`src/rtl/time_keeper.sv`:
```
// Real-time clock: prescaled seconds tick, BCD hh:mm:ss counters and a set mode with edge-detected adjust.
// Define CLOCK_12H_EN for a 12-hour display (12,01..11) with pm toggling on 11->12; default is 24-hour.
module time_keeper #(
    parameter int CLK_PER_SEC = 50000000
) (
    input  logic       clk,
    input  logic       rst,
    input  logic       setting,
    input  logic       setting_h,
    input  logic       setting_m,
    output logic [1:0] hr_tens,
    output logic [3:0] hr_ones,
    output logic [2:0] min_tens,
    output logic [3:0] min_ones,
    output logic [2:0] sec_tens,
    output logic [3:0] sec_ones,
    output logic       sec_tick,
    output logic       pm
);
    localparam int PW = $clog2(CLK_PER_SEC);
    localparam logic [PW-1:0] PRESC_LAST = PW'(CLK_PER_SEC - 1);

`ifdef CLOCK_12H_EN
    localparam logic [1:0] HR_TENS_RST = 2'd1;
    localparam logic [3:0] HR_ONES_RST = 4'd2;
`else
    localparam logic [1:0] HR_TENS_RST = 2'd0;
    localparam logic [3:0] HR_ONES_RST = 4'd0;
`endif

    logic [PW-1:0] presc_q, presc_d;
    logic [1:0]    hr_tens_q, hr_tens_d;
    logic [3:0]    hr_ones_q, hr_ones_d;
    logic [2:0]    min_tens_q, min_tens_d;
    logic [3:0]    min_ones_q, min_ones_d;
    logic [2:0]    sec_tens_q, sec_tens_d;
    logic [3:0]    sec_ones_q, sec_ones_d;
    logic          sec_tick_q, sec_tick_d;
    logic          pm_q, pm_d;
    logic          sh_q, sh_d;
    logic          sm_q, sm_d;

    logic [7:0]    sec_n;
    logic [7:0]    min_n;
    logic [5:0]    hr_n;
    logic          h_rise;
    logic          m_rise;
    logic          hr_step;

    // Returns {carry, tens, ones} for a 00..59 BCD field.
    function automatic logic [7:0] sixty_inc(input logic [2:0] tens, input logic [3:0] ones);
        logic [7:0] r;
        if (ones != 4'd9) begin
            r = {1'b0, tens, ones + 4'd1};
        end else if (tens != 3'd5) begin
            r = {1'b0, tens + 3'd1, 4'd0};
        end else begin
            r = {1'b1, 3'd0, 4'd0};
        end
        return r;
    endfunction

    function automatic logic [5:0] hour_inc(input logic [1:0] tens, input logic [3:0] ones);
        logic [5:0] r;
`ifdef CLOCK_12H_EN
        if (tens == 2'd1 && ones == 4'd2) begin
            r = {2'd0, 4'd1};
        end else if (ones == 4'd9) begin
            r = {2'd1, 4'd0};
        end else begin
            r = {tens, ones + 4'd1};
        end
`else
        if (tens == 2'd2 && ones == 4'd3) begin
            r = {2'd0, 4'd0};
        end else if (ones == 4'd9) begin
            r = {tens + 2'd1, 4'd0};
        end else begin
            r = {tens, ones + 4'd1};
        end
`endif
        return r;
    endfunction

    always_comb begin
        sec_n      = sixty_inc(sec_tens_q, sec_ones_q);
        min_n      = sixty_inc(min_tens_q, min_ones_q);
        hr_n       = hour_inc(hr_tens_q, hr_ones_q);
        h_rise     = setting_h & ~sh_q;
        m_rise     = setting_m & ~sm_q;

        presc_d    = presc_q;
        hr_tens_d  = hr_tens_q;
        hr_ones_d  = hr_ones_q;
        min_tens_d = min_tens_q;
        min_ones_d = min_ones_q;
        sec_tens_d = sec_tens_q;
        sec_ones_d = sec_ones_q;
        sec_tick_d = 1'b0;
`ifdef CLOCK_12H_EN
        pm_d       = pm_q;
`else
        pm_d       = 1'b0;
`endif
        sh_d       = setting_h;
        sm_d       = setting_m;
        hr_step    = 1'b0;

        if (setting) begin
            // Set mode: time base frozen, seconds pinned, minute adjust never carries into hours.
            presc_d    = '0;
            sec_tens_d = 3'd0;
            sec_ones_d = 4'd0;
            if (m_rise) begin
                {min_tens_d, min_ones_d} = min_n[6:0];
            end
            hr_step = h_rise;
        end else if (presc_q == PRESC_LAST) begin
            presc_d    = '0;
            sec_tick_d = 1'b1;
            {sec_tens_d, sec_ones_d} = sec_n[6:0];
            if (sec_n[7]) begin
                {min_tens_d, min_ones_d} = min_n[6:0];
                hr_step = min_n[7];
            end
        end else begin
            presc_d = presc_q + PW'(1);
        end

        if (hr_step) begin
            {hr_tens_d, hr_ones_d} = hr_n;
`ifdef CLOCK_12H_EN
            pm_d = pm_q ^ (hr_tens_q == 2'd1 && hr_ones_q == 4'd1);
`endif
        end
    end

    always_ff @(posedge clk or posedge rst) begin
        if (rst) begin
            presc_q    <= '0;
            hr_tens_q  <= HR_TENS_RST;
            hr_ones_q  <= HR_ONES_RST;
            min_tens_q <= 3'd0;
            min_ones_q <= 4'd0;
            sec_tens_q <= 3'd0;
            sec_ones_q <= 4'd0;
            sec_tick_q <= 1'b0;
            pm_q       <= 1'b0;
            sh_q       <= 1'b0;
            sm_q       <= 1'b0;
        end else begin
            presc_q    <= presc_d;
            hr_tens_q  <= hr_tens_d;
            hr_ones_q  <= hr_ones_d;
            min_tens_q <= min_tens_d;
            min_ones_q <= min_ones_d;
            sec_tens_q <= sec_tens_d;
            sec_ones_q <= sec_ones_d;
            sec_tick_q <= sec_tick_d;
            pm_q       <= pm_d;
            sh_q       <= sh_d;
            sm_q       <= sm_d;
        end
    end

    assign hr_tens  = hr_tens_q;
    assign hr_ones  = hr_ones_q;
    assign min_tens = min_tens_q;
    assign min_ones = min_ones_q;
    assign sec_tens = sec_tens_q;
    assign sec_ones = sec_ones_q;
    assign sec_tick = sec_tick_q;
    assign pm       = pm_q;

endmodule

```
`config.mk`:
```
export PLATFORM = sky130hd
export DESIGN_NAME = time_keeper
export DESIGN_NICKNAME = d
export VERILOG_FILES = /design/src/rtl/time_keeper.sv
export SDC_FILE = /design/constraint.sdc
export NUM_CORES = 1
export LEC_CHECK = 0
export ABC_CLOCK_PERIOD_IN_PS = 5900
export CORE_ASPECT_RATIO = 1.4
export CORE_MARGIN = 5
export CORE_UTILIZATION = 47
export DETAILED_ROUTE_END_ITERATION = 16
export PLACE_DENSITY = 0.73
export SLEW_MARGIN = 10
export SYNTH_ARGS = -nofsm -noshare
export SYNTH_HDL_FRONTEND = slang
export SYNTH_SLANG_ARGS = --single-unit
```
`constraint.sdc`:
```
create_clock -name clk -period 5.9 [get_ports clk]
set_input_delay 1.18 -clock clk [delete_from_list [all_inputs] [get_ports clk]]
set_output_delay 1.18 -clock clk [all_outputs]
set_load 0.005 [all_outputs]
```
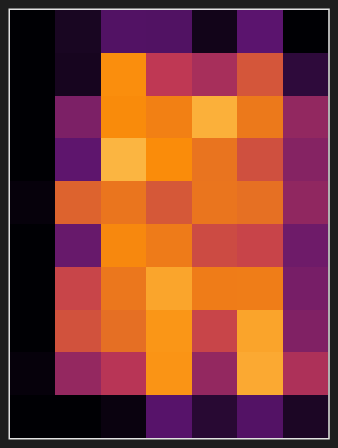
run_1/cell_density.png
7 x 10 tiles, from black (low) to pale yellow (high), 0 to 100% covered.
emptiest ninth of the die: upper left
tiles over 75% full: 11%
densest ninth of the die: center
fullest tile: 84%
final design utilization: 56.33%
core utilization before placement: 48.36%

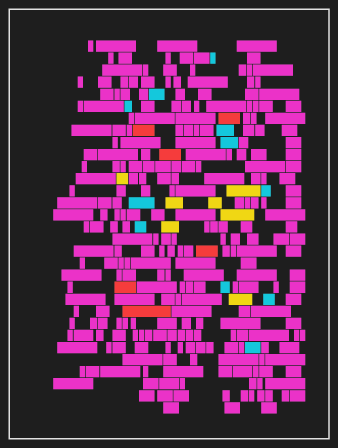
run_1/sizes.png
legend:
  _2 cells:
    color: cyan
    cells: 11
    share: 3.9%
  _3 and _4 cells:
    color: yellow
    cells: 7
    share: 2.5%
    most_used: or4_4
  _6 and larger:
    color: red
    cells: 6
    share: 2.1%
    most_used: clkbuf_8
  _0 and _1 cells:
    color: magenta
    cells: 258
    share: 91%
    most_used: dfrtp_1
layout overhead on the synthesized area: 16.48%
Non-CTS buffers: 26
cell area after layout: 2928 um^2

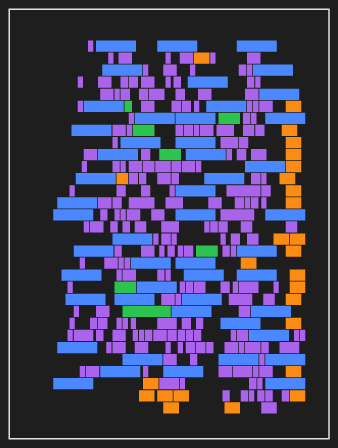
run_1/placement_by_type.png
legend:
  combinational and other logic:
    color: purple
    cells: 200
  other buffers and delay cells:
    color: orange
    cells: 26
  flops:
    color: blue
    cells: 49
  clock drivers and dummy loads:
    color: green
    cells: 7

==> results.txt, run 1 <==
State of the implementation.

- The flow ran to the end, and the final reports show no timing, DRC or antenna violations.
- The average wire per standard cell is 13.67 um, for reference.
- The post-CTS repair timing setup buffer count is 0, for reference.
- The maximum number of pins on one net before global-route repair is around 50, for reference.
- The yosys warning tally is 0, for reference.
- The total power per unit cell area is 294.7 nW/um^2, for reference.
- The worst setup path is launched from a primary input.
- The worst path uses 51.61% of the clock period.
- The synthesized instance count is 256, for reference.
- The netlist area before placement is ~2500 um^2, for reference.
- The number of primary I/O pins is 27, for reference.
- On the worst path, the slowest cell contributes a delay of approximately 0.61 ns.
- The tally of buffers added on design ports is 25, for reference.
- The most frequently used flop master after synthesis is dfrtp_1, for reference.
- The path type of the worst min-delay path is register to register, for reference.
- The clock latency on the worst-skew pair is ~0.30 ns, for reference.
- The sum of buffers and inverters on the critical path is 1, for reference.
- The layout summary lists the proportion of cells stronger than drive strength 1 as under 10%.
- Counting every net in the synthesized netlist gives ~270.
- Per the cell usage report, the commonest logic cells after layout are dfrtp_1 (49), nor2_1 (38), clkdlybuf4s50_1 (25), nand3_1 (20), nand2_1 (19).
- The number of cells on the worst reg-to-reg path is 6.
- The worst hold path startpoint is presc_q[0]$_DFF_PP0_, for reference.
- Nets still carrying antenna violations after routing amount to 0.
- The total of endpoints with negative setup slack in the final report is 0, for reference.
- The design draws between 800 and 900 uW.
- Overall routing resource usage recorded by global route was between 10% and 20%.
- The sum of routed wire length over all layers is 4756 um, for reference.
- The worst register-to-register path has a setup slack of around 3.4 ns.
- Of all nets on the critical path, the largest fanout is 12.
- The max-slew headroom at the worst pin is a little over a fifth, for reference.
- The most frequently placed logic cell in the final layout is dfrtp_1, for reference.
- The critical path is of the primary input to register type.
- The die covers about 7000 um^2.
- The repair_antennas step left the layout with diodes totalling 0.
- The number of flops mapped to enable cells by yosys is 0, for reference.
- CTS reports a maximum clock tree buffer depth of 2.
- Per the detail_route report, vias per standard cell equal between 5 and 6.
- Per Yosys stat, the portion of area used by sequential elements is around 49%.
- Each instance of the synthesized netlist takes up on average 9.819 um^2.
- The worst clock skew is about 0.01 ns, for reference.
- Per the detail_route report, the via count comes to approximately 1900.
- Walking the worst path, the cells encountered are clkdlybuf4s50_1 > nor3b_1 > nand3b_1 > nor4_4 > nor2_2 > mux2_4.
- Yosys mapped the design onto roughly 50 distinct sky130hd cell types.
- At the end of routability-driven placement, the weighted congestion stood at 0.7509.
- The end of the worst register-to-register path is min_tens[1]$_DFFE_PP0P_, for reference.
- Per the timing report, the achievable frequency comes out to around 330 MHz.
- The async set-or-reset flop fraction in the synthesized netlist is 100.0%, for reference.
- The y dimension of the die is between 90 and 100 um, for reference.
- The OpenROAD report gives the critical path a data arrival time of 3.24 ns.
- Setup repair after global routing left no endpoint under its margin.
- The H-tree level count is 2, for reference.
- Post-CTS repair changed the size of 0 cells.
- The endpoint type of the worst setup path is a register, for reference.
- The violation count after the first detailed-routing iteration is approximately 80, for reference.
- The reported leakage power is around 0.0012 uW, for reference.
- On the critical path the largest part of the delay comes from simple AND/OR/NAND/NOR gates.
- The number of warnings reported in the stage logs is 28.
- Counting flops and latches in the post-synthesis netlist gives 49.
- The OpenROAD report gives the critical path a required time of just over 6 ns.
- The net total in the final layout is between 200 and 300, for reference.
- Per the power-grid run, VDD falls by no more than 0.1255 mV.
- The number of max-cap violations is 0, for reference.
- Hold analysis lists the worst path endpoint as presc_q[0]$_DFF_PP0_.
- In this run the critical register-to-register path is launched from presc_q[0]$_DFF_PP0_.
- The total negative slack is 0 ns, for reference.
- The slew at the pin with the worst max-slew slack is around 1.2 ns, for reference.
- For this design, the CTS-stage hold fixing added 0 buffers.
- TritonCTS built the clock tree.
- After synthesis, the design contains 256 cells according to Yosys.
- The number of antenna violations at the first check in global routing is 0, for reference.
- The post-CTS clock slew at the launch and capture registers of the worst setup and hold paths is 0.09 ns, for reference.
- The first global-routing pass estimated between 8000 and 9000 um of wire.
- The hold violation count in the final report is 0, for reference.
- In this run the core area contains 31 standard-cell rows.
- The clock sink count is just under 50, for reference.
- The DRC violation count after routing is 0, for reference.
- The core area is 5197 um^2, for reference.
- The largest individual stage delay along the critical path comes from the cell clkdlybuf4s50_1.
- The via count of the first global-routing pass came to approximately 1900.
- In the synthesis report, Yosys lists the chip area as between 2000 and 3000 um^2.
- The number of inserted filler cells in the final layout is between 400 and 500, for reference.
- The total count of max-transition violations in the final report is 0, for reference.
- According to the report, the first pass of detailed routing completed in 4 iterations.
- The total half-perimeter wirelength after legalization and detailed placement is roughly 3400 um, for reference.
- The total congestion overflow after global routing is 0, for reference.
- TritonCTS created 5 clock buffers.
- Counting I/O delays and the setup requirement, the final critical path takes ~3.0 ns.
- The die boundary width is between 70 and 80 um, for reference.
- The number of cells on the worst hold path is listed as 1.
- The buffer type at the clock tree root is clkbuf_8, for reference.
[run 1: area by class of cell]
class                      instances  area (um^2)  area share (%)
multi-input combinational        187         1209           41.28
inverter                          13        48.80           1.667
tap                               66        82.58           2.821
timing repair buffer              26        257.7           8.803
sequential                        49         1226           41.88
clock buffer                       5        68.82           2.350
clock inverter                     2        35.03           1.197
[run 1: worst reg2reg max path: stages, from the launching register on]
cell     delay (ns)
dfrtp_1        0.40
ha_1           0.20
nand3_1        0.26
or4_4          0.67
or2_4          0.27
o22ai_1        0.21
mux2_2         0.37
[run 1: metal layers]
metal,global-route usage [%],share of wire (%),vias to the layer above
li1,-,-,932
met1,18.49,42,905
met2,27.53,53,30
met3,3.209,4.4,5
met4,3.605,0.78,0
met5,0,0,-
[run 1: flip-flops by register name, indices dropped and copies added, names as in the netlist]
register,cells
sm_q,1
min_tens,3
sec_tick,1
sec_tens,3
presc_q,26
min_ones,4
sec_ones,4
sh_q,1
hr_tens,2
hr_ones,4
[run 1: Yosys cell counts, drive strengths merged, types with 2 or more instances]
library cell,count,area (um^2)
nand2,19,71.32
or2,2,15.02
nand3,20,100.1
nor4b,2,17.52
or3,6,40.03
o21ai,6,30.02
nand3b,2,15.01
nor4,5,46.29
mux2,3,37.53
clkbuf,6,22.52
dfrtp,49,1226
and3,4,25.02
xnor2,10,87.58
a21oi,7,35.03
nand4,8,50.05
nor3b,2,15.01
inv,13,48.80
o31ai,3,36.28
nor2,39,148.9
ha,6,75.07
or4,3,30.03
nor3,2,10.01
xor2,17,148.9
nor2b,2,12.51
nand2b,2,12.51
o2bb2ai,2,17.52
[run 1: cells by family after synthesis]
| family | count (synthesis) | synth area share (%) |
|---|---|---|
| flops | 49 | 48.78 |
| simple gates | 125 | 27.03 |
| other cells | 1 | 0.1492 |
| buf+inv | 20 | 3.136 |
| xor+xnor | 27 | 9.407 |
| compound gates | 24 | 6.620 |
| mux | 4 | 1.891 |
| fa+ha+maj | 6 | 2.986 |
[run 1: power by group]
group | switching (uW) | internal (uW)
combinational | 85.6 | 122
sequential | 50.2 | 376
clock | 105 | 123
[run 1: per-stage QoR]
step	std cells	setup slack, ns	hold WS (ns)	instance area [um^2]	utilization (%)
5_1_grt	348	2.655	0.5258	2928	56.33
2_1_floorplan	256	3.453	0.4547	2514	-
6_report	348	2.855	0.4933	2928	56.33
4_1_cts	348	2.812	0.5015	2928	56.33
3_3_place_gp	341	2.592	0.4829	2824	54.33
3_5_place_dp	341	2.485	0.4899	2824	54.33
[run 1: worst max-delay path by stage]
stage	startpoint	end	slack, ns	cells after the start
2_1_floorplan	setting	hr_ones[0]$_DFFE_PP0P_	3.45	5
3_3_place_gp	setting	hr_ones[0]$_DFFE_PP0P_	2.59	6
3_5_place_dp	setting	hr_ones[0]$_DFFE_PP0P_	2.48	6
4_1_cts	setting	hr_ones[0]$_DFFE_PP0P_	2.81	6
5_1_grt	setting	hr_ones[0]$_DFFE_PP0P_	2.65	6
6_report	setting	hr_ones[0]$_DFFE_PP0P_	2.85	6
--- run 2 (diff from run 1) ---
- ABC_CLOCK_PERIOD_IN_PS: 5900 -> 2700
- PLACE_DENSITY: 0.73 -> 0.76
- clock period: 5.9 -> 2.7 ns (I/O delays scaled with it)
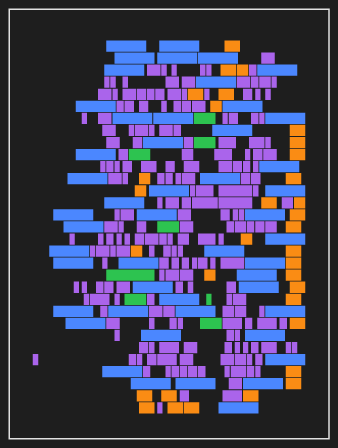
run_2/placement_by_type.png
legend:
  other buffers and delay cells:
    color: orange
    cells: 33
  combinational and other logic:
    color: purple
    cells: 200
  flops:
    color: blue
    cells: 49
  clock drivers and dummy loads:
    color: green
    cells: 8
Core ar.: 5197 um^2
total number of placement rows: 31
sequential fraction of total cell area: 40.97%
cell area after layout: 2993 um^2

==> run 2 against run 1 <==
  * Critical endpoint unchanged
  * Wire length increased by 5.2%
  * Global-route usage increased by 0.39 points
  * Design area increased by 2.2%
  * Largest cell class unchanged
  * First-iteration DRC count decreased by 11%
  * Via count increased by 4.7%
==> results.txt, run 2 <==
State of the implementation.

- The TritonCTS clock tree is yes, for reference.
- In this run, CTS created clock tree buffers numbering 5.
- The number of antenna violations at the first check in global routing is 0, for reference.
- The most frequently used flop master after synthesis is dfrtp_1, for reference.
- For this run, the final setup violation count is recorded as 0.
- The total inserted antenna cells is 0, for reference.
- The cts-stage hold buffer count is 0, for reference.
- The async set-or-reset flop fraction in the synthesized netlist is 100.0%, for reference.
- The post-route netlist has between 10% and 20% of its cells at a drive strength greater than 1.
- The highest attainable clock frequency is just over 400 MHz, for reference.
- dfrtp_1 is the most common cell in the netlist.
- Per the cell usage report, the commonest logic cells after layout are dfrtp_1 (49), nor2_1 (38), clkdlybuf4s50_1 (25), nand3_1 (20), nand2_1 (19).
- The reported leakage power is about 0.0013 uW, for reference.
- The via count of the first global-routing pass was between 1500 and 2000.
- Hold timing on the final database bottoms out at a slack of 0.4419 ns.
- For this run, the register share of the synthesized area comes to 48.78%.
- The pre-antenna-repair detailed-routing pass consisted of 4 iterations.
- The largest area contributor in the synthesized netlist is dfrtp_1, for reference.
- Across all stage logs, warnings added up to 28.
- After layout, the setup clock skew is reported as between 0.01 and 0.015 ns.
- The largest fanout of any net on the critical path is 6, for reference.
- The netlist uses approximately 50 different library cells.
- STA classifies the critical path startpoint as a register.
- The most frequently placed logic cell in the final layout is dfrtp_1, for reference.
- The final timing report derives a shortest allowable period of roughly 2.4 ns.
- At the end of the flow, the number of nets in the layout was 300.
- The number of nets with antenna violations after detailed routing is 0, for reference.
- Between the synthesized netlist and the finished layout, the area growth was recorded as 19.06%.
- The die is between 90 and 100 um tall.
- Post-CTS timing repair inserted 0 buffers for setup.
- In this run, synthesis produced a sequential element count of around 50.
- Setup repair after global routing left no endpoint under its margin.
- The total half-perimeter wirelength after legalization and detailed placement is ~3700 um, for reference.
- The count of instantiated cells in the yosys netlist is ~260, for reference.
- Before any placement, the netlist area is recorded as around 2500 um^2.
- After the first detailed-routing iteration, the DRC count stood at 71.
- The DRC violation count after routing is 0, for reference.
- The routability congestion estimate from global placement is between 0.7 and 0.8, for reference.
- The effective utilization at floorplan is between 40% and 50%, for reference.
- The number of flip-flops under the largest register name is 26, for reference.
- Summed over all layers, the global routing overflow is 0.
- The synthesized design contains 0 enable-type register cells.
- For the worst-skew pair, the clock arrives at the later sink with an insertion delay of ~0.3 ns.
- The highest supply drop recorded on VDD is about 0.24 mV.
- The flow ran to the end, and the final reports show no timing, DRC or antenna violations.
- On the reported timing paths, the clock transition at the registers reads ~0.090 ns.
- The average wire per standard cell is between 10 and 15 um, for reference.
- The total global routing track utilization is ~16%, for reference.
- The total power per unit cell area is between 600 and 700 nW/um^2, for reference.
- The tree is rooted in a clkbuf_8.
- The number of max-cap violations is 0, for reference.
- The detailed-route via count is 1960, for reference.
- The global-route wire length before repair is ~8500 um, for reference.
- In the synthesized netlist, the number of instances is 256.
- The share of synthesized area in the top cell type comes to 48.78%.
- After synthesis, the cell types taking the most area are dfrtp_1 (49%), xor2_1 (5.9%), nor2_1 (5.7%), nand3_1 (4.0%), xnor2_1 (3.5%).
- The critical path endpoint has a required time of around 2.9 ns.
- The number of primary I/O pins is 27, for reference.
- For the final routed database, the setup TNS stands at 0 ns.
- The placement report lists the number of port buffers as 25.
- The die is ~72 um wide.
- For this block, the routed nets add up to about 5000 um of wire.
- STA reports the tightest min-delay check as being of type primary input to async pin.
- The share of the clock period used by the worst path after layout is 90.19%, for reference.
- The number of vias per cell is ~5.5, for reference.
- Ranked by flip-flop count, first place goes to presc_q.
- For reference, the final report shows the max-slew violation count at 0.
- The H-tree level count is 2, for reference.
- The final hold violation count recorded for this run is 0.
## run 2: logic make-up after synthesis
family                   share of synthesized area (%)
AND-OR/OR-AND                                    6.620
flip-flops                                       48.78
AND/OR/NAND/NOR                                  27.03
adder cells (fa/ha/maj)                          2.986
XOR/XNOR                                         9.407
buffers and inverters                            3.136
other                                           0.1492
multiplexers                                     1.891
## run 2: layout make-up
type	count	area [um^2]
flip-flops and latches	49	1226
clock buffers	7	86.33
repair buffers	33	310.3
inverters	13	48.80
multi-input cells	187	1209
well taps	66	82.58
clock inverters	1	30.03
fillers	434	2205
## run 2: through the flow
step	setup slack (ns)	util, %	power, uW	area, um^2	instances
after floorplan	0.4107	-	1165	2514	256
after global placement	0.3483	55.34	1397	2877	348
after detailed placement	0.2879	55.34	1418	2877	348
after CTS	0.2745	57.58	1965	2993	356
after global routing	0.2030	57.58	2048	2993	356
final	0.2648	57.58	1937	2993	356
## run 2: final timing paths
check	startpoint	end	slack (ns)	cells after the start
worst min-delay path	rst	presc_q[23]$_DFF_PP0_	0.44	2
max in group asynchronous	rst	presc_q[5]$_DFF_PP0_	1.67	3
worst min register to register	presc_q[0]$_DFF_PP0_	presc_q[0]$_DFF_PP0_	0.49	1
min in group clk	presc_q[0]$_DFF_PP0_	presc_q[0]$_DFF_PP0_	0.49	1
worst max-delay path	presc_q[18]$_DFF_PP0_	hr_ones[0]$_DFFE_PP0P_	0.26	5
worst max register to register	presc_q[18]$_DFF_PP0_	hr_ones[0]$_DFFE_PP0P_	0.26	5
## run 2: power breakdown
group | internal, uW | leakage [uW] | switching (uW)
clock | 302 | 0.0000585 | 237
combinational | 271 | 0.000565 | 196
sequential | 821 | 0.000649 | 110
## run 2: metal layers
layer	vias up	GRT usage, %	share of wire (%)
li1	951	-	-
met3	7	3.106	3.8
met4	0	6.270	1.5
met2	35	28.91	52
met1	967	17.41	42
met5	-	0	0
## run 2: critical path, stage by stage, from the launching register on
cell and delay [ns]:
dfrtp_1 0.43, or4b_1 0.53, or4_4 0.48, nor4_4 0.46, nor2_2 0.12, mux2_4 0.31
--- run 3 (diff from run 2) ---
--- a/constraint.sdc
+++ b/constraint.sdc
@@ -3,2 +3,2 @@
 set_output_delay 0.54 -clock clk [all_outputs]
-set_load 0.005 [all_outputs]
+set_load 0.1 [all_outputs]
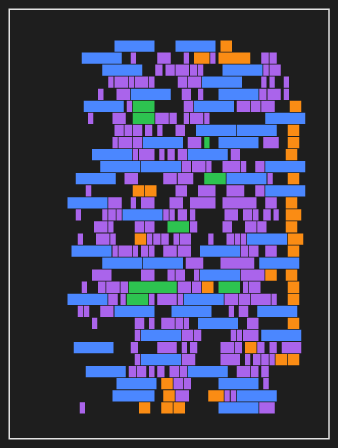
run_3/placement_by_type.png
legend:
  combinational and other logic:
    color: purple
    cells: 200
  other buffers and delay cells:
    color: orange
    cells: 31
  clock drivers and dummy loads:
    color: green
    cells: 8
  flops:
    color: blue
    cells: 49

==> run 3 against run 2 <==
  * Critical path depth is the same
  * Via count down 1.4%
  * Sequential power barely moved
  * Die area did not move
  * Worst hold slack improved by 0.069 ns
  * Combinational power increased by 130%
  * Non-clock buffer count is 2 lower
  * Total power rose by 30%
==> results.txt, run 3 <==
State of the implementation.

- The run finished with clean final reports.
- The worst register-to-register path depth is 5.
- In this run the full chip footprint comes out at around 6900 um^2.
- The endpoint type of the worst setup path is a register, for reference.
- Sorting the synthesized cells by area gives the leading types as dfrtp_1 (49%), xor2_1 (5.9%), nor2_1 (5.7%), nand3_1 (4.0%), xnor2_1 (3.5%).
- Listed in order, past its start point the critical path passes or4b_1 > or4_4 > or2_4 > o22ai_1 > mux2_2.
- The violation count after the first detailed-routing iteration is between 80 and 90, for reference.
- The via count of the first global-routing pass came to between 1500 and 2000.
- As reported, the later end of the worst-skew pair has a clock insertion delay of 0.30 ns.
- The most frequently placed logic cell in the final layout is dfrtp_1, for reference.
- The average wire per standard cell is between 10 and 15 um, for reference.
- The power report puts the leakage power at roughly 0.0013 uW.
- The number of detailed-routing iterations run before antenna repair is 4, for reference.
- The synthesized instance count is 256, for reference.
- Per the detail_route report, DRC violations left total 0.
- For reference, the post-synthesis area per instance comes to around 9.8 um^2.
- In this run, the synthesized area fraction spent on AND-OR/OR-AND gates is recorded as roughly 6.6%.
- The timing report gives the worst reg2reg path a setup slack of between 0.3 and 0.4 ns.
- Summed over its instances, the top area cell type makes up roughly 49% of the synthesized netlist area.
- The number of antenna violations at the first check in global routing is 0, for reference.
- Multiplexer cells account for 1.891% of the synthesized area.
- 27 I/O pins were placed.
- Yosys shows that the main logic family after synthesis is simple AND/OR/NAND/NOR gates.
- The yosys warning tally is 0, for reference.
- The total count of max-transition violations in the final report is 0, for reference.
- The cell-mix breakdown from Yosys lists the XOR/XNOR area share as around a tenth.
- The maximum buffer depth of the clock tree is 2, for reference.
- The maximum number of pins on one net before global-route repair is ~50, for reference.
- In the hold report, the worst path ends at presc_q[0]$_DFF_PP0_.
- The largest area contributor in the synthesized netlist is dfrtp_1, for reference.
- The end of the worst register-to-register path is min_tens[2]$_DFFE_PP0P_, for reference.
- The worst hold path startpoint is presc_q[0]$_DFF_PP0_, for reference.
- The tally of buffers added on design ports is 25, for reference.
- For this design, Yosys synthesis ends with a cell count of roughly 260.
- The smallest setup slack after layout is 0.3006 ns, for reference.
- The final critical path takes up 88.87% of the cycle.
- The cell resize tally after clock tree synthesis is 0, for reference.
- The share of the Yosys chip area taken by registers is ~49%.
- In this run the vertical extent of the chip is just under 100 um.
- The post-CTS clock slew at the launch and capture registers of the worst setup and hold paths is ~0.080 ns, for reference.
- The worst path arrival time is around 2.6 ns, for reference.
- The critical path required time is about 2.9 ns, for reference.
- The first global-routing pass estimated 8487 um of wire.
- Of all flip-flops after synthesis, the portion carrying an async set or reset was 100.0%.
- The register with the most flip-flops in the layout has 26 of them.
- The post-placement cell area is 2823 um^2.
- The number of nets with antenna violations after detailed routing is 0, for reference.
- The detailed-route via count is 1933, for reference.
- The H-tree level count is 2, for reference.
- The maximum cell stage delay along the critical path is approximately 0.53 ns, for reference.
- Note, the detailed placer reported a final HPWL of ~3500 um.
- The synthesis-to-finish area growth is 16.92%, for reference.
- The pre-CTS setup check shows a worst slack of between 0.2 and 0.3 ns.
- The TritonCTS clock tree is yes, for reference.
- Yosys reports that the most numerous cell types are dfrtp_1 (49), nor2_1 (38), nand3_1 (20).
- The synthesized design contains 0 enable-type register cells.
- The standard cell with the maximum stage delay on the critical path is or4b_1, for reference.
- For this block, the routed nets add up to between 4000 and 5000 um of wire.
- The hold violation count in the final report is 0, for reference.
- The netlist area before placement is between 2000 and 3000 um^2, for reference.
- The most frequently used flop master after synthesis is dfrtp_1, for reference.
- The effective utilization at floorplan is slightly below 50%, for reference.
- The largest fanout of any net on the critical path is 5, for reference.
- In the layout the commonest cells are dfrtp_1 (48), nor2_1 (38), buf_4 (26), nand3_1 (20), nand2_1 (19).
- The hold-critical path depth is 1, for reference.
- Counting flops and latches in the post-synthesis netlist gives between 40 and 50.
- Ranked by flip-flop count, first place goes to presc_q.
- The total congestion overflow after global routing is 0, for reference.
- Timing would allow up to 416.8 MHz.
- Setup repair after global routing left no endpoint under its margin.
- STA reports the tightest min-delay check as being of type register to register.
- The number of max-cap violations is 0, for reference.
- The post-route cell area is between 2000 and 3000 um^2, for reference.
- The total inserted antenna cells is 0, for reference.
- According to the floorplan log, the row count is 31.
- The net count of the finished layout is about 300.
- The most frequent cell after synthesis is dfrtp_1, for reference.
- The total negative slack is 0 ns, for reference.
- The total global routing track utilization is 15.50%, for reference.
- Counting every net in the synthesized netlist gives around 270.
- Routability-driven placement finished with a final weighted congestion of 0.7629.
- The netlist uses 50 different library cells.
- The die boundary width is approximately 70 um, for reference.
- Across all stage logs, warnings added up to 28.
- The start of the worst register-to-register path is presc_q[18]$_DFF_PP0_, for reference.
- The total of endpoints with negative setup slack in the final report is 0, for reference.
- For this run, the detailed router reports a per-instance via density of approximately 5.5.
- Once the clock tree was built, the setup fixing pass inserted 0 buffers.
- The critical path is of the register to register type.
- Hold repair after CTS inserted 0 buffers.
- The final timing report derives a shortest allowable period of between 2 and 2.5 ns.
- Of the total synthesized cell area, the portion taken by full adders, half adders and majority gates is between 2 and 3%.
-- run 3: cell counts after synthesis --
Identical to the previous run, type by type.
-- run 3: cell families (layout without fill, tap and decap cells) --
group,after synthesis,in the layout
other cells,1,1
xor+xnor,27,27
simple gates,125,125
compound gates,24,24
fa+ha+maj,6,6
flops,49,49
mux,4,4
buf+inv,20,52
-- run 3: final cells by class --
| class | count | area [um^2] |
|---|---|---|
| Tap cell | 66 | 82.58 |
| Clock buffer | 7 | 86.33 |
| Clock inverter | 1 | 30.03 |
| Fill cell | 452 | 2258 |
| Timing Repair Buffer | 31 | 255.2 |
| Sequential cell | 49 | 1227 |
| Inverter | 13 | 48.80 |
| Multi-Input combinational cell | 187 | 1209 |
-- run 3: stage by stage --
step	total power, uW	instances	hold WS [ns]	util [%]
global placement	1990	346	0.4744	54.31
finish	2524	354	0.5114	56.55
detailed placement	2011	346	0.5025	54.31
CTS	2548	354	0.5142	56.55
global route	2636	354	0.5461	56.55
floorplan	1774	256	0.4547	-
-- run 3: worst max path at each step --
stage | endpoint | start | cells past startpoint
final | min_tens[2]$_DFFE_PP0P_ | presc_q[18]$_DFF_PP0_ | 5
after global routing | hr_ones[0]$_DFFE_PP0P_ | presc_q[18]$_DFF_PP0_ | 5
after CTS | min_tens[2]$_DFFE_PP0P_ | presc_q[18]$_DFF_PP0_ | 5
after detailed placement | hr_ones[0]$_DFFE_PP0P_ | setting | 6
after global placement | hr_ones[0]$_DFFE_PP0P_ | setting | 6
after floorplan | min_tens[2]$_DFFE_PP0P_ | sec_ones[1]$_DFFE_PP0P_ | 7
-- run 3: worst max-delay path, delay by kind of cell (launching register included) --
kind             cells  cell delay (ns)
AND/OR/NAND/NOR      3             1.30
flip-flops           1             0.43
multiplexers         1             0.36
AND-OR/OR-AND        1             0.19
-- run 3: layer usage --
metal / global-route usage [%] / up-vias / wire length, um / part of all wire, %
met3: 3.623 / 6 / 247 / 5.1
li1: - / 946 / - / -
met1: 17.65 / 941 / 1975 / 41
met2: 27.91 / 40 / 2578 / 53
met4: 6.113 / 0 / 66 / 1.4
met5: 0 / - / 0 / 0
-- run 3: power breakdown --
group	internal [uW]	leakage [uW]	switching, uW
Clock	302	0.0000585	233
Combinational	242	0.000589	818
Sequential	822	0.000648	108
Total	1370	0.00129	1160
Power is estimated from default activity; no workload was simulated.
